<file path="src/rtl/beh_reset_seq.sv">
// Clocked reset/start sequencer: drives a packed active-low control vector
// (resets, starts, steps, delays, captures, cutscans; LSB first) and releases
// each group after a configurable number of clock edges.
module beh_reset_seq #(
    parameter int RESETS       = 1,
    parameter int STARTS       = 0,
    parameter int STEPS        = 0,
    parameter int DELAYS       = 0,
    parameter int CAPTURES     = 0,
    parameter int CUTSCANS     = 0,
    parameter int RESET_CYCLES = 10,
    parameter int START_CYCLES = 10,
    parameter int STEP_MODE    = 0,
    localparam int N  = RESETS + STARTS + STEPS + DELAYS + CAPTURES + CUTSCANS,
    localparam int DW = (DELAYS > 0) ? DELAYS : 1
) (
    input  logic          clk,
    input  logic          reset,
    input  logic          restart,
    input  logic [DW-1:0] dly_cfg,
    input  logic          step_req,
    input  logic          cutscan_en,
    output logic [N-1:0]  reset_n,
    output logic          done
);

    localparam int MAXC = (RESET_CYCLES > START_CYCLES) ? RESET_CYCLES : START_CYCLES;
    localparam int CW   = $clog2(MAXC + 1);
    localparam int SW   = (STEPS > 0) ? $clog2(STEPS + 1) : 1;

    localparam int unsigned OFF_RST = 0;
    localparam int unsigned OFF_STA = OFF_RST + RESETS;
    localparam int unsigned OFF_STP = OFF_STA + STARTS;
    localparam int unsigned OFF_DLY = OFF_STP + STEPS;
    localparam int unsigned OFF_CAP = OFF_DLY + DELAYS;
    localparam int unsigned OFF_CUT = OFF_CAP + CAPTURES;

    localparam bit HAS_WAIT = (STARTS + STEPS + CAPTURES) > 0;

    // Group masks keep empty groups free of any index arithmetic on the vector.
    function automatic logic [N-1:0] grp_mask(input int unsigned lo, input int unsigned cnt);
        logic [N-1:0] m;
        m = '0;
        for (int unsigned i = 0; i < N; i++) begin
            m[i] = ((i - lo) < cnt);
        end
        return m;
    endfunction

    localparam logic [N-1:0] RST_MASK = grp_mask(OFF_RST, RESETS);
    localparam logic [N-1:0] STA_MASK = grp_mask(OFF_STA, STARTS);
    localparam logic [N-1:0] STP_MASK = grp_mask(OFF_STP, STEPS);
    localparam logic [N-1:0] DLY_MASK = grp_mask(OFF_DLY, DELAYS);
    localparam logic [N-1:0] CAP_MASK = grp_mask(OFF_CAP, CAPTURES);
    localparam logic [N-1:0] CUT_MASK = grp_mask(OFF_CUT, CUTSCANS);

    typedef enum logic [1:0] {
        ST_ASSERT,
        ST_WAIT_START,
        ST_STEPPING,
        ST_DONE
    } state_t;

    state_t        state;
    logic [CW-1:0] cnt;
    logic [SW-1:0] sidx;
    logic          load;
    logic [N-1:0]  dly_vec;
    logic [N-1:0]  step_bit;
    logic [N-1:0]  base;

    // Placement of the delay config and the next step bit; base folds in the
    // one-shot post-reset delay load so every state update starts from it.
    always_comb begin
        dly_vec  = (N'(dly_cfg) << OFF_DLY) & DLY_MASK;
        step_bit = (N'(1) << (OFF_STP + sidx)) & STP_MASK;
        base     = load ? ((reset_n & ~DLY_MASK) | dly_vec) : reset_n;
    end

    // Sequencer FSM with registered control vector and done flag.
    always_ff @(posedge clk or posedge reset) begin
        if (reset) begin
            state   <= ST_ASSERT;
            cnt     <= '0;
            sidx    <= '0;
            done    <= 1'b0;
            reset_n <= '0;
            load    <= 1'b1;
        end else if (restart) begin
            state   <= ST_ASSERT;
            cnt     <= '0;
            sidx    <= '0;
            done    <= 1'b0;
            reset_n <= dly_vec;
            load    <= 1'b0;
        end else begin
            load <= 1'b0;
            case (state)
                ST_ASSERT: begin
                    if (cnt == CW'(RESET_CYCLES - 1)) begin
                        cnt     <= '0;
                        reset_n <= base | RST_MASK;
                        if (HAS_WAIT) begin
                            state <= ST_WAIT_START;
                        end else begin
                            state <= ST_DONE;
                            done  <= 1'b1;
                        end
                    end else begin
                        cnt     <= cnt + 1'b1;
                        reset_n <= base;
                    end
                end
                ST_WAIT_START: begin
                    if (cnt == CW'(START_CYCLES - 1)) begin
                        cnt <= '0;
                        if (STEP_MODE == 0) begin
                            reset_n <= base | STA_MASK | CAP_MASK | STP_MASK;
                            state   <= ST_DONE;
                            done    <= 1'b1;
                        end else if (STEPS > 0) begin
                            reset_n <= base | STA_MASK | CAP_MASK;
                            state   <= ST_STEPPING;
                        end else begin
                            reset_n <= base | STA_MASK | CAP_MASK;
                            state   <= ST_DONE;
                            done    <= 1'b1;
                        end
                    end else begin
                        cnt     <= cnt + 1'b1;
                        reset_n <= base;
                    end
                end
                ST_STEPPING: begin
                    if (step_req) begin
                        reset_n <= base | step_bit;
                        sidx    <= sidx + 1'b1;
                        if (sidx == SW'(STEPS - 1)) begin
                            state <= ST_DONE;
                            done  <= 1'b1;
                        end
                    end else begin
                        reset_n <= base;
                    end
                end
                ST_DONE: begin
                    reset_n <= (base & ~CUT_MASK) | (cutscan_en ? CUT_MASK : '0);
                end
                default: begin
                    state   <= ST_ASSERT;
                    reset_n <= base;
                end
            endcase
        end
    end

endmodule

</file>
<file path="config.mk">
export PLATFORM = sky130hd
export DESIGN_NAME = beh_reset_seq
export DESIGN_NICKNAME = d
export VERILOG_FILES = /design/src/rtl/beh_reset_seq.sv
export SDC_FILE = /design/constraint.sdc
export NUM_CORES = 1
export LEC_CHECK = 0
export CAP_MARGIN = 40
export CORE_AREA = 2 2 39 41
export CTS_CLUSTER_SIZE = 24
export DETAILED_ROUTE_END_ITERATION = 12
export DIE_AREA = 0 0 41 43
export GPL_ROUTABILITY_DRIVEN = 0
export HOLD_SLACK_MARGIN = 0.03
export PLACE_DENSITY = 0.41
export SYNTH_ARGS = -nofsm -noshare
export SYNTH_HDL_FRONTEND = slang
export SYNTH_SLANG_ARGS = --single-unit
</file>
<file path="constraint.sdc">
create_clock -name clk -period 1.9 [get_ports clk]
set_clock_uncertainty 0.2 [all_clocks]
set_input_delay 0.38 -clock clk [delete_from_list [all_inputs] [get_ports clk]]
set_output_delay 0.38 -clock clk [all_outputs]
set_load 0.005 [all_outputs]
</file>
Fig. 1: supply network
Scale: 6 px per µm. Pins as bars on the die edge.
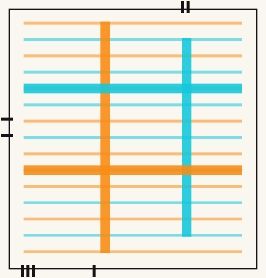
[cyan] VDD
[orange] VSS
met1 rails: 15
rows: 14
met5 straps: 2

Fig. 2: routed metal per tile
Scale: 6 px per µm. The die is cut into 8 by 9 equal tiles; dark purple is low, yellow is high, scaled to the fullest tile. Values are wire area over tile area, all layers added.
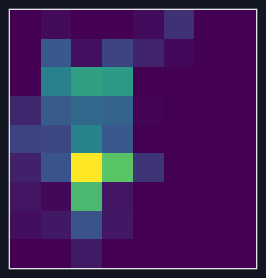
mean over tiles: 0.042
fullest tile: 0.37
nearly empty tiles: 54%
tiles over half the peak: 6.9%
densest ninth of the die: west

==> notes.md <==
The implementation run finished. Number of hold violations in the final report landed at 0. Number of non-clock inverters landed at 2. Fraction of area in multi-input gates landed at 0.374. The detailed router placed 225 vias in this run. During tapcell insertion the tool placed 16 well taps. The worst setup path is captured at an output port. Detailed routing placed a total of 295 µm of wire on met2. In this run the number of cells on the critical path is 1. cnt holds more flip-flops than any other register. The first detailed-routing pass took 3 iterations. Sorting the Yosys area breakdown by cell type puts at the top dfrtp_1. The report lists the number of cells resized after CTS as 0. On met2, the global router reports a usage of 0.109. Per the synthesis report, the simple-gate share of the synthesized area is 0.221. Highest net fanout along the worst path landed at 10. Switching component of the power landed at 0.0000584 W. In this run the worst setup path begins at reset_n. After layout, the clock buffer instance count stands at 4.

The report lists the number of standard-cell rows as 14. The first global-routing pass estimated 848 µm of wire. The timing report shows that the slowest cell on the worst path is clkdlybuf4s50_1.

Number of buffers outside the clock class in the layout landed at 4. Relative area of clock buffers and inverters in the final design landed at 0.0747. STA lists the startpoint of the worst register-to-register path as cnt[0].

Relative to the synthesized area, the layout overhead comes to 29.5%. Setup repair after global routing left no endpoint under its margin. According to the timing report, the data required time at the worst endpoint equals 1.32 ns. The flow ran to the end, and the final reports show no timing, DRC or antenna violations.

Per the final report, the share of cell area in non-clock buffers is 0.114. Summing internal, switching and leakage power gives 0.000265 W. Vias per cell landed at 4.33. Register share after synthesis landed at 0.461. Per the final layout report, the fraction of cells sized above drive strength 1 comes to 0.111.

Starting utilization of the core area landed at 0.196. Post-layout instance count excluding filler cells landed at 52. The critical path in this run is classified as reg -> out. Total area of sequential cells landed at 126 µm². Counting the warning lines in the Yosys log gives 0.

Adding up every negative setup slack in the final design gives 0 ns. Filler cell count in the final layout landed at 152. Logic depth of the worst register-to-register path landed at 4.

The cell sequence reported for the critical path is clkdlybuf4s50_1. Relative contribution of sequential cells to total power landed at 0.451. Post-DP HPWL landed at 419 µm. Power density over the cells landed at 753 nW/µm². Area of combinational cells with multiple inputs landed at 131 µm².

Total cell area reported by yosys after synthesis landed at 272 µm². By area the synthesized netlist is led by dfrtp_1 46%, ha_1 9.2%, a21oi_1 7.4%. Initial antenna violation count landed at 0.

The final timing report lists a max-slew violation count of 0. Top cell type's share of synthesized area landed at 0.461. Maximum operating frequency landed at 566 MHz.
Fig. 3: clock nets
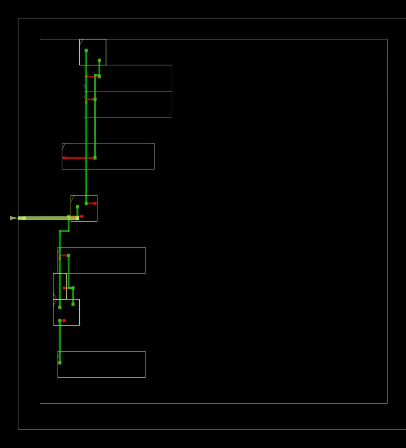
Clk. pwr: 0.000119 W
cts bufs inserted: 3
latest clock arrival within the worst-skew pair: 0.24 ns
sequential cell count of the final layout: 5
CTS Sinks: 5

Power figures rest on the tool's default switching activity, not on a simulated workload.
